==> config.mk <==
export PLATFORM = sky130hd
export DESIGN_NAME = vga_timing_gen
export DESIGN_NICKNAME = d
export VERILOG_FILES = /design/src/rtl/vga_timing_gen_pkg.sv /design/src/rtl/vga_timing_gen_sync_delay_line.sv /design/src/rtl/vga_timing_gen.sv
export SDC_FILE = /design/constraint.sdc
export NUM_CORES = 1
export LEC_CHECK = 0
export ABC_AREA = 1
export CORE_MARGIN = 5
export CORE_UTILIZATION = 40
export DETAILED_ROUTE_END_ITERATION = 6
export PLACE_DENSITY = 0.73
export SYNTH_ARGS = -nofsm -noshare
export SYNTH_HDL_FRONTEND = slang
export SYNTH_HIERARCHICAL = 1
export SYNTH_SLANG_ARGS = --single-unit
==> constraint.sdc <==
create_clock -name clk -period 2.3 [get_ports clk]
set_input_delay 0.23 -clock clk [delete_from_list [all_inputs] [get_ports clk]]
set_output_delay 0.23 -clock clk [all_outputs]
set_load 0.01 [all_outputs]
==> src/rtl/vga_timing_gen_pkg.sv <==
// Shared raster-timing definitions for the VGA timing generator and the
// overlay renderers that consume its scan position.
//   - 640x480@60 timing constants and derived line/frame totals
//   - counter and divider widths
//   - sync_bus_t: the {hsync, vsync, video_on} bundle carried by the delay line
//   - small decode helpers shared by the generator and renderers
package vga_timing_gen_pkg;

  localparam int VGA_H_VISIBLE = 640;
  localparam int VGA_H_FRONT   = 16;
  localparam int VGA_H_SYNC    = 96;
  localparam int VGA_H_BACK    = 48;
  localparam int VGA_V_VISIBLE = 480;
  localparam int VGA_V_FRONT   = 10;
  localparam int VGA_V_SYNC    = 2;
  localparam int VGA_V_BACK    = 33;

  localparam int VGA_H_TOTAL = VGA_H_VISIBLE + VGA_H_FRONT + VGA_H_SYNC + VGA_H_BACK;
  localparam int VGA_V_TOTAL = VGA_V_VISIBLE + VGA_V_FRONT + VGA_V_SYNC + VGA_V_BACK;

  localparam int CNT_W = 10;  // covers totals up to 1024
  localparam int DIV_W = 4;   // covers CLK_DIV up to 16

  typedef logic [CNT_W-1:0] cnt_t;

  typedef struct packed {
    logic hsync;
    logic vsync;
    logic video_on;
  } sync_bus_t;

  // True when lo <= v < hi. Compared as int so a window end of 1024 still works.
  function automatic logic in_span(cnt_t v, int lo, int hi);
    return (int'(v) >= lo) && (int'(v) < hi);
  endfunction

  // Drive a sync line to its active level when inside the sync window.
  function automatic logic sync_level(logic active, logic pol);
    return active ? pol : ~pol;
  endfunction

endpackage

==> src/rtl/vga_timing_gen_sync_delay_line.sv <==
// Fixed-length shift register that delays a small bus by DEPTH clk cycles.
//   clk   in  1      system clock
//   rst   in  1      synchronous active-high clear; all stages load RST_VAL
//   din   in  WIDTH  bus to delay
//   dout  out WIDTH  din delayed by DEPTH cycles (a plain wire when DEPTH=0)
module sync_delay_line
  import vga_timing_gen_pkg::*;
#(
  parameter int               WIDTH   = 3,
  parameter int               DEPTH   = 2,
  parameter logic [WIDTH-1:0] RST_VAL = '0
) (
  input  logic             clk,
  input  logic             rst,
  input  logic [WIDTH-1:0] din,
  output logic [WIDTH-1:0] dout
);

  if (DEPTH == 0) begin : g_passthru
    // No storage: clock and reset are intentionally left unused.
    logic unused_s;
    assign unused_s = clk ^ rst;
    assign dout     = din;
  end else begin : g_stages
    logic [WIDTH-1:0] stage_q [DEPTH];
    logic [WIDTH-1:0] stage_d [DEPTH];

    always_comb begin
      stage_d[0] = din;
      for (int i = 1; i < DEPTH; i++) begin
        stage_d[i] = stage_q[i-1];
      end
    end

    // Clearing every stage on reset keeps a half-shifted sync pulse from
    // reaching the pins after a mid-frame reset.
    always_ff @(posedge clk) begin
      if (rst) begin
        for (int i = 0; i < DEPTH; i++) begin
          stage_q[i] <= RST_VAL;
        end
      end else begin
        for (int i = 0; i < DEPTH; i++) begin
          stage_q[i] <= stage_d[i];
        end
      end
    end

    assign dout = stage_q[DEPTH-1];
  end

endmodule

==> src/rtl/vga_timing_gen.sv <==
// Raster scan generator: pixel strobe, scan counters, sync/blank decode and
// a pipeline-aligned copy of sync/blank for the VGA pins.
//   clk          in  1   system clock
//   rst          in  1   synchronous active-high reset
//   counter_x    out 10  pixel column 0..H_TOTAL-1
//   counter_y    out 10  line 0..V_TOTAL-1
//   pixel_tick   out 1   counters advance on the edge where this is high
//   video_on     out 1   inside the visible area
//   hsync/vsync  out 1   sync aligned with the counters
//   line_start   out 1   first clk of x==0 on every line
//   frame_start  out 1   first clk of (0,0) after a vertical wrap
//   hsync_d/vsync_d/video_on_d out 1  same signals delayed PIPE_DELAY clk
module vga_timing_gen
  import vga_timing_gen_pkg::*;
#(
  parameter int CLK_DIV    = 4,
  parameter int H_VISIBLE  = VGA_H_VISIBLE,
  parameter int H_FRONT    = VGA_H_FRONT,
  parameter int H_SYNC     = VGA_H_SYNC,
  parameter int H_BACK     = VGA_H_BACK,
  parameter int V_VISIBLE  = VGA_V_VISIBLE,
  parameter int V_FRONT    = VGA_V_FRONT,
  parameter int V_SYNC     = VGA_V_SYNC,
  parameter int V_BACK     = VGA_V_BACK,
  parameter bit SYNC_POL   = 1'b0,
  parameter int PIPE_DELAY = 2
) (
  input  logic             clk,
  input  logic             rst,
  output logic [CNT_W-1:0] counter_x,
  output logic [CNT_W-1:0] counter_y,
  output logic             pixel_tick,
  output logic             video_on,
  output logic             hsync,
  output logic             vsync,
  output logic             line_start,
  output logic             frame_start,
  output logic             hsync_d,
  output logic             vsync_d,
  output logic             video_on_d
);

  localparam int H_TOTAL  = H_VISIBLE + H_FRONT + H_SYNC + H_BACK;
  localparam int V_TOTAL  = V_VISIBLE + V_FRONT + V_SYNC + V_BACK;
  localparam int HS_START = H_VISIBLE + H_FRONT;
  localparam int HS_END   = HS_START + H_SYNC;
  localparam int VS_START = V_VISIBLE + V_FRONT;
  localparam int VS_END   = VS_START + V_SYNC;

  localparam logic [DIV_W-1:0] DIV_LAST = DIV_W'(CLK_DIV - 1);
  localparam cnt_t             X_LAST   = CNT_W'(H_TOTAL - 1);
  localparam cnt_t             Y_LAST   = CNT_W'(V_TOTAL - 1);

  if ((H_TOTAL > 1024) || (V_TOTAL > 1024) || (CLK_DIV < 1) || (CLK_DIV > 16) ||
      (PIPE_DELAY < 0)) begin : g_bad_params
    $error("vga_timing_gen: timing parameters out of range");
  end

  logic [DIV_W-1:0] div_q, div_d;
  logic             tick_q, tick_d;
  cnt_t             x_q, x_d;
  cnt_t             y_q, y_d;
  logic             von_q, von_d;
  logic             hs_q, hs_d;
  logic             vs_q, vs_d;
  logic             ls_q, ls_d;
  logic             fs_q, fs_d;

  // Next-state: divider, counters, and decode of the *next* counter values so
  // the decoded outputs switch on the same edge as the counters.
  always_comb begin
    div_d = div_q;
    x_d   = x_q;
    y_d   = y_q;

    if (div_q == DIV_LAST) begin
      div_d = '0;
    end else begin
      div_d = div_q + 4'd1;
    end
    tick_d = (div_d == DIV_LAST);

    if (tick_q) begin
      if (x_q == X_LAST) begin
        x_d = '0;
        if (y_q == Y_LAST) begin
          y_d = '0;
        end else begin
          y_d = y_q + 10'd1;
        end
      end else begin
        x_d = x_q + 10'd1;
      end
    end

    von_d = in_span(x_d, 0, H_VISIBLE) && in_span(y_d, 0, V_VISIBLE);
    hs_d  = sync_level(in_span(x_d, HS_START, HS_END), SYNC_POL);
    vs_d  = sync_level(in_span(y_d, VS_START, VS_END), SYNC_POL);
    // Pulses only on an advancing edge, so the post-reset (0,0) is silent.
    ls_d  = tick_q && (x_d == '0);
    fs_d  = ls_d && (y_d == '0);
  end

  // State registers with synchronous reset; reset wins regardless of divider phase.
  always_ff @(posedge clk) begin
    if (rst) begin
      div_q  <= '0;
      tick_q <= 1'b0;
      x_q    <= '0;
      y_q    <= '0;
      von_q  <= 1'b0;
      hs_q   <= ~SYNC_POL;
      vs_q   <= ~SYNC_POL;
      ls_q   <= 1'b0;
      fs_q   <= 1'b0;
    end else begin
      div_q  <= div_d;
      tick_q <= tick_d;
      x_q    <= x_d;
      y_q    <= y_d;
      von_q  <= von_d;
      hs_q   <= hs_d;
      vs_q   <= vs_d;
      ls_q   <= ls_d;
      fs_q   <= fs_d;
    end
  end

  assign counter_x   = x_q;
  assign counter_y   = y_q;
  assign pixel_tick  = tick_q;
  assign video_on    = von_q;
  assign hsync       = hs_q;
  assign vsync       = vs_q;
  assign line_start  = ls_q;
  assign frame_start = fs_q;

  sync_bus_t dly_in;
  sync_bus_t dly_out;

  assign dly_in.hsync    = hs_q;
  assign dly_in.vsync    = vs_q;
  assign dly_in.video_on = von_q;

  sync_delay_line #(
    .WIDTH  (3),
    .DEPTH  (PIPE_DELAY),
    .RST_VAL({~SYNC_POL, ~SYNC_POL, 1'b0})
  ) u_sync_dly (
    .clk (clk),
    .rst (rst),
    .din (dly_in),
    .dout(dly_out)
  );

  assign hsync_d    = dly_out.hsync;
  assign vsync_d    = dly_out.vsync;
  assign video_on_d = dly_out.video_on;

endmodule

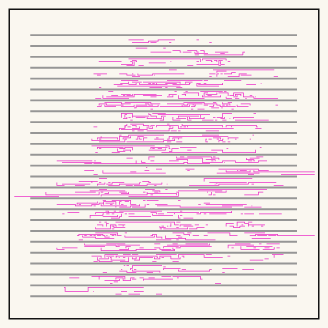
run_1/met1.png
Drawn at 4 px/um. Supply wires on this layer in grey.
wire length on this layer: 1900 um
main direction: horizontal
nets with wire on the layer: 282
longest straight run: 22.5 um
total wirelength of the detailed-routed design: 4030 um
number of vias after detailed routing: 1698
met1 capacity usage during global routing: 17.4%

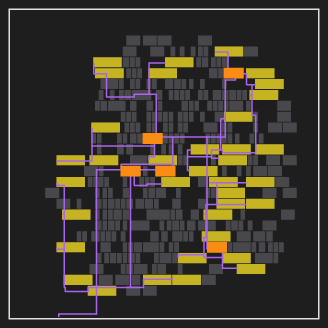
run_1/clock_map.png
Drawn at 4 px/um.
[clock wires] purple | length: 484 um
[cells driving clock nets] orange | count: 5
[flip-flops] yellow | count: 36
routed clock nets: 6
clk_lat worst skew: 0.29 ns
final clock skew: 0.00829 ns
clock network fraction of total power: 41.1%

==> ci_impl_report.md, run 1 <==
### Yosys + OpenROAD results

| Metric | Value |
|---|---|
| Leak pwr | 1.03 nW |
| Total of max-cap violations | 0 |
| Async set or reset register ratio after synthesis | 0% |
| Post-placement setup slack | 0.267 ns |
| Boundary pin count | 31 |
| Most frequent cell after synthesis | sky130_fd_sc_hd__nand2_1 |
| DRC Markers | 0 |
| Clock group power | 0.487 mW |
| Tool Warnings | 28 |
| Mapped Avg Cell Area | 6.75 um^2 |
| Number of global-route vias before repair | 1535 |
| Max-slew violation total from the final report | 0 |
| Post-synthesis compound-gate area fraction | 4.25% |
| Post-CTS Setup Bufs | 0 |
| Unique cell types | 30 |
| Register-to-Register Setup Slack | 0.27 ns |
| Outcome | completed |
| Worst reg2reg path startpoint | counter_x[1] |
| Global-route layer with the greatest usage | met2 |
| Sequential group share of total power | 54.2% |
| Cell at the slowest stage of the critical path | sky130_fd_sc_hd__nor3_4 |
| Worst R2R Path Depth | 12 |
| Clock slew seen by the registers of the worst setup and hold paths | 0.07 ns |
| Critical R2R Capture | vsync |
| Critical path startpoint category | flop |
| CTS buffer count | 5 |
| Worst Setup Slack, final | 0.269 ns |
| Required @ worst endpoint | 2.49 ns |
| 1st-iter DRT viols | 123 |
| Global-route wire length before repair | 6840 um |
| Design area | 2250 um^2 |
| Post-synthesis share of cell area spent on full adders, half adders and majority gates | 3.48% |
| PostCTS Resize Cnt | 0 |
| Critical path arrival | 2.22 ns |
| Power in sequential cells | 0.642 mW |
| Count of filler cells inserted in the layout | 422 |
| Router iterations before antenna repair | 4 |
| Crit. Startpoint | counter_x[1] |
| Number of failing setup endpoints in the final timing report | 0 |
| Maximum net fanout on the critical path | 14 |
| Top cell types by occurrence after synthesis | sky130_fd_sc_hd__nand2_1 (67), sky130_fd_sc_hd__nor2_1 (55), sky130_fd_sc_hd__inv_1 (38) |
| Period Utilization, post-route | 88.3% |
| Highest ir drop seen on vdd | 0.272 mV |
| Cell type group with the largest total delay on the critical path | simple AND/OR/NAND/NOR gates |
| Final net count | 308 |
| Grt met2 use | 22.6% |
| Max Fclk | 0.492 GHz |
| Switching Fraction | 22.0% |
| Routed wire length per instance | 11.4 um |
| Hold violation total from the final report | 0 |
| Number of antenna violations at the first check in global routing | 0 |
| Main flop type | sky130_fd_sc_hd__dfxtp_1 |
| CTS root buf | sky130_fd_sc_hd__clkbuf_8 |
| Number of H-tree levels | 2 |
| Post-synthesis cell count | 266 |
| Setup TNS | 0 ns |
| Slew HR | 63.1% |
| Nets at Floorplan | 273 |
| Average vias per placed instance | 4.81 |
| Largest family of logic cells by area | simple AND/OR/NAND/NOR gates |
| ANT cells | 0 |
| Synthesized registers | 36 |
| Count of library flops with an enable pin | 0 |
| Buf+Inv Stages, Crit Path | 0 |
| Fin Hold WS | 0.407 ns |
| Most repeated library cell on the critical path | sky130_fd_sc_hd__nand2_1 |
| Area of the mapped netlist | 1800 um^2 |
| Chip area | 5930 um^2 |
| Fraction of synthesized area in multiplexers | 0.557% |
| Fraction of layout instances using a drive strength above 1 | 7.64% |
| Total of hold buffers inserted after clock tree synthesis | 0 |
| Top logic cell by instance count in the layout | sky130_fd_sc_hd__nand2_1 |
| Pin count of the biggest net entering global routing | 15 |
| Parity-gate share of the synthesized area counting xor and xnor cells | 0.976% |
| Total power | 1.19 mW |
| Internal portion of total power | 0.925 mW |
| Library cell with the largest summed area after synthesis | sky130_fd_sc_hd__dfxtp_1 |
| Hold crit path type | reg2reg |
| Worst setup EP type | flop |
| Critical path's largest stage delay | 0.44 ns |
| Cells traversed along the worst timing path | ha_1 -> nand2_1 -> nor2_4 -> nand2_2 -> nor3_4 -> nand2_1 -> nand2_1 -> nand2_1 -> nor2_1 -> nand2_1 -> nor2_1 -> nand2_1 |
| Clock tree from TritonCTS | built |
| End point of the worst hold path | u_sync_dly/g_stages.stage_q[0][4] |
| Top cell type's share of synthesized area | 40.1% |
| Number of placed cells counting well taps | 346 |
| Basic-gate share of the synthesized area counting and, or, nand and nor cells | 40.2% |
| Clock net sink count | 36 |
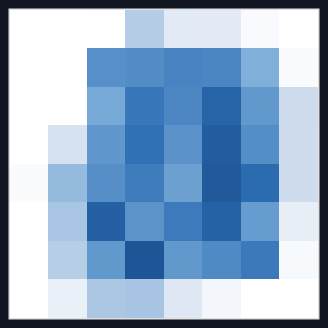
run_1/density.png
Drawn at 4 px/um. 8 x 8 tiles, from white (low) to dark blue (high), 0 to 100% covered.
densest ninth of the die: middle
emptiest ninth of the die: top left
mean over tiles: 37%
nearly empty tiles: 22%
tiles over 75% full: 11%
Core Area: 4350 um^2
FP Util: 41.2%
fraction of the core area covered by cells at the end of the flow: 51.6%

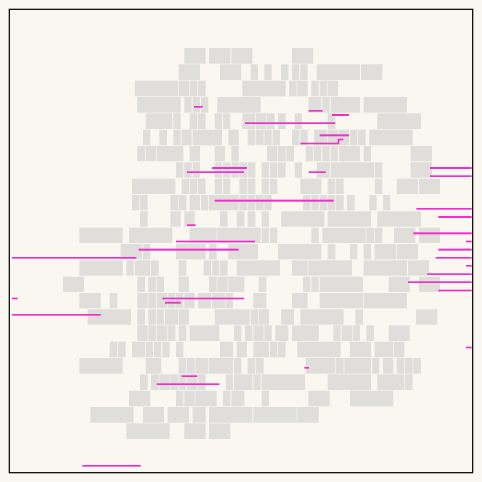
run_1/met3.png
Drawn at 6 px/um. Cells faint in the background.
longest straight run: 20.5 um
nets with wire on the layer: 28
wire length on this layer: 246 um
share of all routed wire: 6.1%
met3 usage: 3.40%

run 1: per-layer routing:
| layer | vias up | wire, um |
|---|---|---|
| met5 | - | 0 |
| met1 | 747 | 1900 |
| met4 | 0 | 108 |
| met3 | 10 | 245 |
| li1 | 894 | - |
| met2 | 47 | 1780 |
run 1: final cells by class:
cell class | count | area (um^2) | share of cell area (%)
Clock buffer | 7 | 96.3 | 4.29
Inverter | 40 | 153 | 6.80
Multi-Input combinational cell | 185 | 888 | 39.6
Sequential cell | 36 | 721 | 32.1
Tap cell | 52 | 65.1 | 2.90
Timing Repair Buffer | 33 | 323 | 14.4
run 1: registers in the layout (all words and copies together) (netlist names):
name and cells:
hsync 1, u_sync_dly/g_stages.stage_q 6, vsync 1, counter_x 10, div_q 4, counter_y 10
video_on 1, pixel_tick 1, line_start 1, frame_start 1
==> inputs of run 2 (changes only) <==
--- a/config.mk
+++ b/config.mk
@@ -10,6 +10,7 @@
 export CORE_UTILIZATION = 40
 export DETAILED_ROUTE_END_ITERATION = 6
 export PLACE_DENSITY = 0.73
+export SETUP_SLACK_MARGIN = 0.15
 export SYNTH_ARGS = -nofsm -noshare
 export SYNTH_HDL_FRONTEND = slang
 export SYNTH_HIERARCHICAL = 1
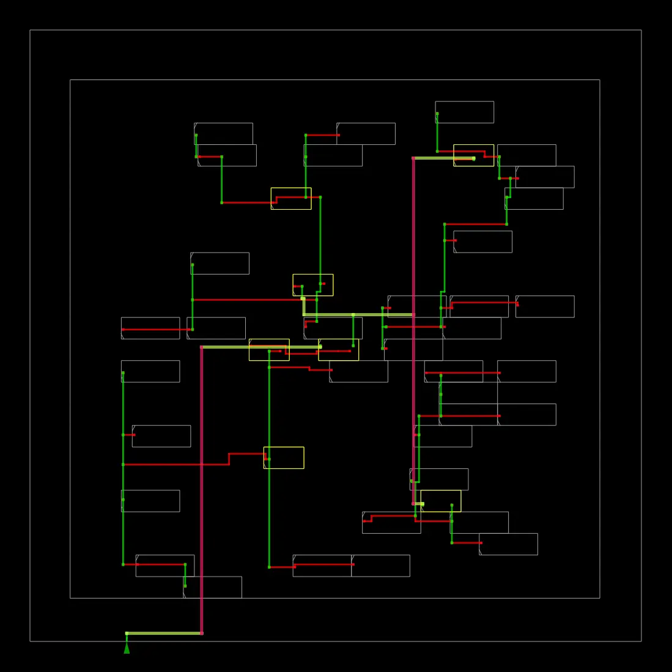
run_2/final_clocks.png
clock net sink count: 36
final clock skew: 0.00789 ns
seq_cells: 36
CTS buffer count: 5

==> ci_impl_report.md, run 2 <==
### Yosys + OpenROAD results

| Metric | Value |
|---|---|
| Number of clock buffers in the layout | 7 |
| PostCTS Resize Cnt | 0 |
| Switching Fraction | 21.9% |
| Cell type group with the largest total delay on the critical path | simple AND/OR/NAND/NOR gates |
| Crit. Startpoint | counter_x[1] |
| Routed met3 length | 197 um |
| Total of max-cap violations | 0 |
| Tool Warnings | 28 |
| Slew HR | 73.2% |
| Mapped Avg Cell Area | 6.75 um^2 |
| Period Utilization, post-route | 83.0% |
| Buf+Inv Stages, Crit Path | 0 |
| Worst Setup Slack, final | 0.390 ns |
| Metal-1 WL | 1920 um |
| Cell at the slowest stage of the critical path | sky130_fd_sc_hd__o21ai_0 |
| Met3 usage | 3.40% |
| Sequential share of cell area | 31.7% |
| Critical path's largest stage delay | 0.42 ns |
| Count of library flops with an enable pin | 0 |
| Total met2 wirelength after detailed routing | 1860 um |
| Clock tree from TritonCTS | built |
| Internal portion of total power | 0.925 mW |
| Hold violation total from the final report | 0 |
| Synthesized registers | 36 |
| Max Fclk | 0.524 GHz |
| Number of vias after detailed routing | 1707 |
| Clock slew seen by the registers of the worst setup and hold paths | 0.07 ns |
| Top cell type's share of synthesized area | 40.1% |
| Maximum net fanout on the critical path | 10 |
| Post-synthesis cell count | 266 |
| Setup TNS | 0 ns |
| DRC Markers | 0 |
| Parity-gate share of the synthesized area counting xor and xnor cells | 0.976% |
| Required @ worst endpoint | 2.53 ns |
| Buffer share of cell area | 15.2% |
| Boundary pin count | 31 |
| Average vias per placed instance | 4.79 |
| Global-route wire length before repair | 6840 um |
| Number of global-route vias before repair | 1535 |
| Number of failing setup endpoints in the final timing report | 0 |
| Critical path startpoint category | flop |
| Outcome | completed |
| Fraction of the core area covered by cells at the end of the flow | 52.2% |
| Top cell types by occurrence after synthesis | sky130_fd_sc_hd__nand2_1 (67), sky130_fd_sc_hd__nor2_1 (55), sky130_fd_sc_hd__inv_1 (38) |
| Register-to-Register Setup Slack | 0.39 ns |
| Number of H-tree levels | 2 |
| Critical path arrival | 2.14 ns |
| Uppermost signal routing layer after detailed routing | met4 |
| Chip area | 5930 um^2 |
| Fin Hold WS | 0.406 ns |
| Number of antenna violations at the first check in global routing | 0 |
| Nets at Floorplan | 273 |
| Final net count | 311 |
| Post-synthesis share of cell area spent on full adders, half adders and majority gates | 3.48% |
| Area of the mapped netlist | 1800 um^2 |
| Total number of multi-input combinational cells | 185 |
| Well-tap cell count | 52 |
| Global-route layer with the greatest usage | met2 |
| Design area | 2270 um^2 |
| Total of hold buffers inserted after clock tree synthesis | 0 |
| ANT cells | 0 |
| Post-CTS Setup Bufs | 0 |
| Critical R2R Capture | frame_start |
| Worst reg2reg path startpoint | counter_x[1] |
| Non-Clock Inverter Count | 40 |
| Most repeated library cell on the critical path | sky130_fd_sc_hd__nand2_1 |
| Grt met2 use | 22.6% |
| Highest ir drop seen on vdd | 0.272 mV |
| Main flop type | sky130_fd_sc_hd__dfxtp_1 |
| Worst setup EP type | flop |
| Async set or reset register ratio after synthesis | 0% |
| Hold crit path type | reg2reg |
| Post-synthesis compound-gate area fraction | 4.25% |
| Fraction of layout instances using a drive strength above 1 | 8.88% |
| Router iterations before antenna repair | 4 |
| Count of buffers not belonging to the clock network in the layout | 36 |
| Max-slew violation total from the final report | 0 |
| Core Area | 4350 um^2 |
| Basic-gate share of the synthesized area counting and, or, nand and nor cells | 40.2% |
| Dominant kind of cell by area | multi-input combinational cells |
| Post-placement setup slack | 0.267 ns |
| Clk_lat worst skew | 0.29 ns |
| Worst R2R Path Depth | 9 |
| Area of the multi-input gates | 891 um^2 |
| Number of placed cells counting well taps | 346 |
| Total wirelength of the detailed-routed design | 4060 um |
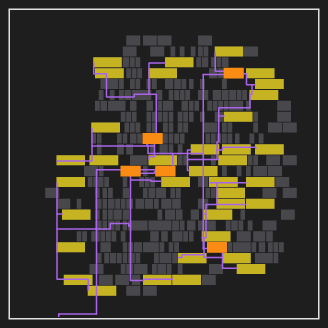
run_2/clock_map.png
Drawn at 4 px/um.
[cells driving clock nets] orange | count: 5
[clock wires] purple | length: 476 um
[flip-flops] yellow | count: 36
routed clock nets: 6
clock group power: 0.486 mW
clock network fraction of total power: 41.0%

-- run 2: cell counts after synthesis --
No cell type changed its count.
-- run 2: how the worst min path moves through the flow --
stage	start	end	slack (ns)
after floorplan	rst	u_sync_dly/g_stages.stage_q[0][3]	0.30
after global placement	u_sync_dly/g_stages.stage_q[0][1]	u_sync_dly/g_stages.stage_q[0][4]	0.38
after detailed placement	u_sync_dly/g_stages.stage_q[0][1]	u_sync_dly/g_stages.stage_q[0][4]	0.39
after CTS	u_sync_dly/g_stages.stage_q[0][1]	u_sync_dly/g_stages.stage_q[0][4]	0.41
after global routing	u_sync_dly/g_stages.stage_q[0][1]	u_sync_dly/g_stages.stage_q[0][4]	0.44
final	u_sync_dly/g_stages.stage_q[0][1]	u_sync_dly/g_stages.stage_q[0][4]	0.41
==> inputs of run 3 (changes only) <==
--- a/config.mk
+++ b/config.mk
@@ -9,7 +9,7 @@
 export CORE_MARGIN = 5
 export CORE_UTILIZATION = 40
 export DETAILED_ROUTE_END_ITERATION = 6
-export PLACE_DENSITY = 0.73
+export PLACE_DENSITY = 0.76
 export SETUP_SLACK_MARGIN = 0.15
 export SYNTH_ARGS = -nofsm -noshare
 export SYNTH_HDL_FRONTEND = slang
==> constraint.sdc (replaced) <==
create_clock -name clk -period 1.6 [get_ports clk]
set_input_delay 0.16 -clock clk [delete_from_list [all_inputs] [get_ports clk]]
set_output_delay 0.16 -clock clk [all_outputs]
set_load 0.01 [all_outputs]
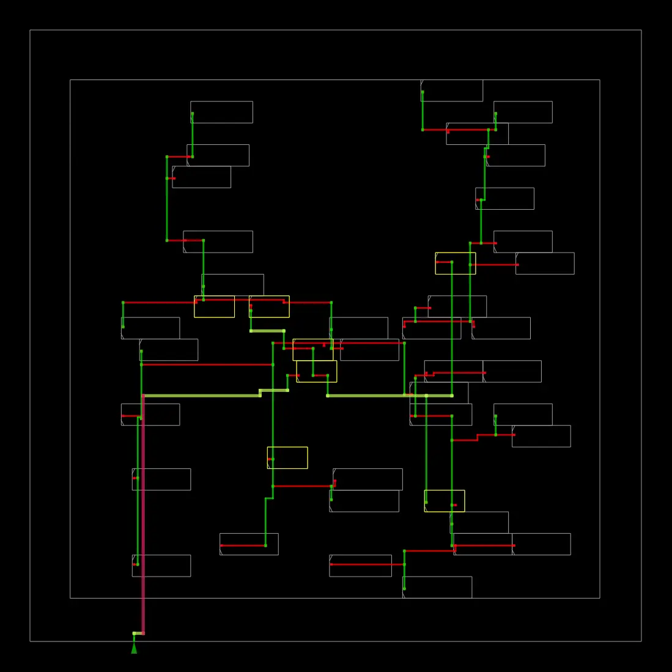
run_3/final_clocks.png
clock group power: 0.689 mW
number of clock buffers in the layout: 7
final clock skew: 0.0139 ns

==> ci_impl_report.md, run 3 <==
### Yosys + OpenROAD results

| Metric | Value |
|---|---|
| Outcome | finished with violations |
| Violations in the final reports | negative setup slack |
| 1st-iter DRT viols | 143 |
| Routed wire length per instance | 13.4 um |
| Unique cell types | 30 |
| RePlAce Congestion | 0.849 |
| Setup TNS | -0.845 ns |
| Clk_lat worst skew | 0.29 ns |
| Switching Fraction | 22.1% |
| Hold violation total from the final report | 0 |
| Largest family of logic cells by area | simple AND/OR/NAND/NOR gates |
| Parity-gate share of the synthesized area counting xor and xnor cells | 0.976% |
| Number of antenna violations at the first check in global routing | 0 |
| Metal-1 WL | 2360 um |
| Total met2 wirelength after detailed routing | 2600 um |
| Average vias per placed instance | 4.96 |
| Hold crit path type | reg2reg |
| Buf+Inv Stages, Crit Path | 2 |
| Clock network fraction of total power | 40.0% |
| ANT cells | 0 |
| Met3 usage | 3.40% |
| Maximum net fanout on the critical path | 4 |
| Slew HR | 76.2% |
| Total power | 1.72 mW |
| Top cell type's share of synthesized area | 40.1% |
| FP Util | 41.2% |
| Post-synthesis share of cell area spent on full adders, half adders and majority gates | 3.48% |
| Max Fclk | 0.553 GHz |
| Final net count | 353 |
| Clock tree from TritonCTS | built |
| Met1 capacity usage during global routing | 20.3% |
| Pin count of the biggest net entering global routing | 13 |
| Seq_cells | 36 |
| Post-synthesis cell count | 266 |
| Router iterations before antenna repair | 4 |
| Routed met3 length | 276 um |
| Actual transition at the worst max-transition pin | 0.356 ns |
| Number of vias after detailed routing | 1975 |
| Multi-input gate share of the layout cell area | 38.7% |
| Boundary pin count | 31 |
| Highest ir drop seen on vdd | 0.412 mV |
| Sequential share of cell area | 26.0% |
| Grt met2 use | 29.3% |
| Footprint of the flip-flops and latches | 744 um^2 |
| Total of hold buffers inserted after clock tree synthesis | 0 |
| Global-route layer with the greatest usage | met2 |
| Most repeated library cell on the critical path | sky130_fd_sc_hd__nand2_1 |
| Most frequent cell after synthesis | sky130_fd_sc_hd__nand2_1 |
| Nets at Floorplan | 273 |
| Number of failing setup endpoints in the final timing report | 6 |
| Top logic cell by instance count in the layout | sky130_fd_sc_hd__nand2_1 |
| Post-CTS Setup Bufs | 7 |
| Tool Warnings | 31 |
| Leak pwr | 1.47 nW |
| Number of placed cells counting well taps | 379 |
| Non-Clock Inverter Count | 40 |
| Count of library flops with an enable pin | 0 |
| Critical path startpoint category | flop |
| Max-slew violation total from the final report | 0 |
| Sequential group share of total power | 53.4% |
| Buffer share of cell area | 24.4% |
| Cells traversed along the worst timing path | ha_4 -> nand2_4 -> buf_6 -> nor2_4 -> nand2_1 -> nand2_1 -> nand2_2 -> a21oi_2 -> nand2_1 -> inv_2 -> nand3_2 -> nor2_4 -> nand2_1 -> nor2_1 |
| Core Area | 4350 um^2 |
| Mapped Avg Cell Area | 6.75 um^2 |
| Fraction of layout instances using a drive strength above 1 | 35.8% |
| Required @ worst endpoint | 1.81 ns |
| Basic-gate share of the synthesized area counting and, or, nand and nor cells | 40.2% |
| Global-route wire length before repair | 8230 um |
| Count of buffers not belonging to the clock network in the layout | 77 |
| Uppermost signal routing layer after detailed routing | met4 |
| Area of the mapped netlist | 1800 um^2 |
| Well-tap cell count | 52 |
| Async set or reset register ratio after synthesis | 0% |
| Worst Setup Slack, final | -0.208 ns |
| DRC Markers | 0 |
| Cell at the slowest stage of the critical path | sky130_fd_sc_hd__dfxtp_4 |
| Post-synthesis compound-gate area fraction | 4.25% |
| Post-placement setup slack | -0.150 ns |
| Dominant kind of cell by area | multi-input combinational cells |
| Critical path arrival | 2.02 ns |
| Clock net sink count | 36 |
| Area fraction of clock buffers and clock inverters | 3.36% |
| Period Utilization, post-route | 113% |
| Area of the multi-input gates | 1110 um^2 |
| Critical path's largest stage delay | 0.36 ns |
| Clock slew seen by the registers of the worst setup and hold paths | 0.08 ns |
| Number of H-tree levels | 2 |
| Fraction of synthesized area in multiplexers | 0.557% |
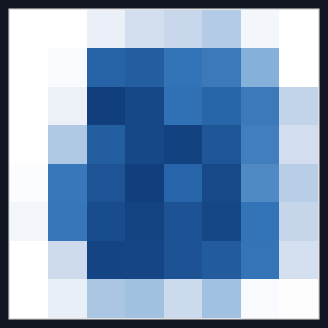
run_3/density.png
Drawn at 4 px/um. 8 x 8 tiles, from white (low) to dark blue (high), 0 to 100% covered.
densest ninth of the die: middle
emptiest ninth of the die: top left
nearly empty tiles: 16%
mean over tiles: 47%
fullest tile: 94%
tiles over 75% full: 33%
fraction of the core area covered by cells at the end of the flow: 65.8%

## run 3: netlist changes by cell type in the layout (fill, tap and decap cells not counted), sizes merged
cell           delta
buf              +41
clkdlybuf4s50    -14
dlygate4sd2       +7
dlymetal6s2s      +6
clkdlybuf4s15     +1
nand4             +1
## run 3: path summary, 6_finish.rpt
kind                                                   startpoint                                 to  slack, ns  depth (start not counted)
worst max-delay path                                 counter_x[0]                        frame_start      -0.21                         14
worst min-delay path            u_sync_dly/g_stages.stage_q[0][0]  u_sync_dly/g_stages.stage_q[0][3]       0.41                          2
worst max register to register                       counter_x[0]                        frame_start      -0.21                         14
worst min register to register  u_sync_dly/g_stages.stage_q[0][0]  u_sync_dly/g_stages.stage_q[0][3]       0.41                          2
Power is estimated from default activity; no workload was simulated.
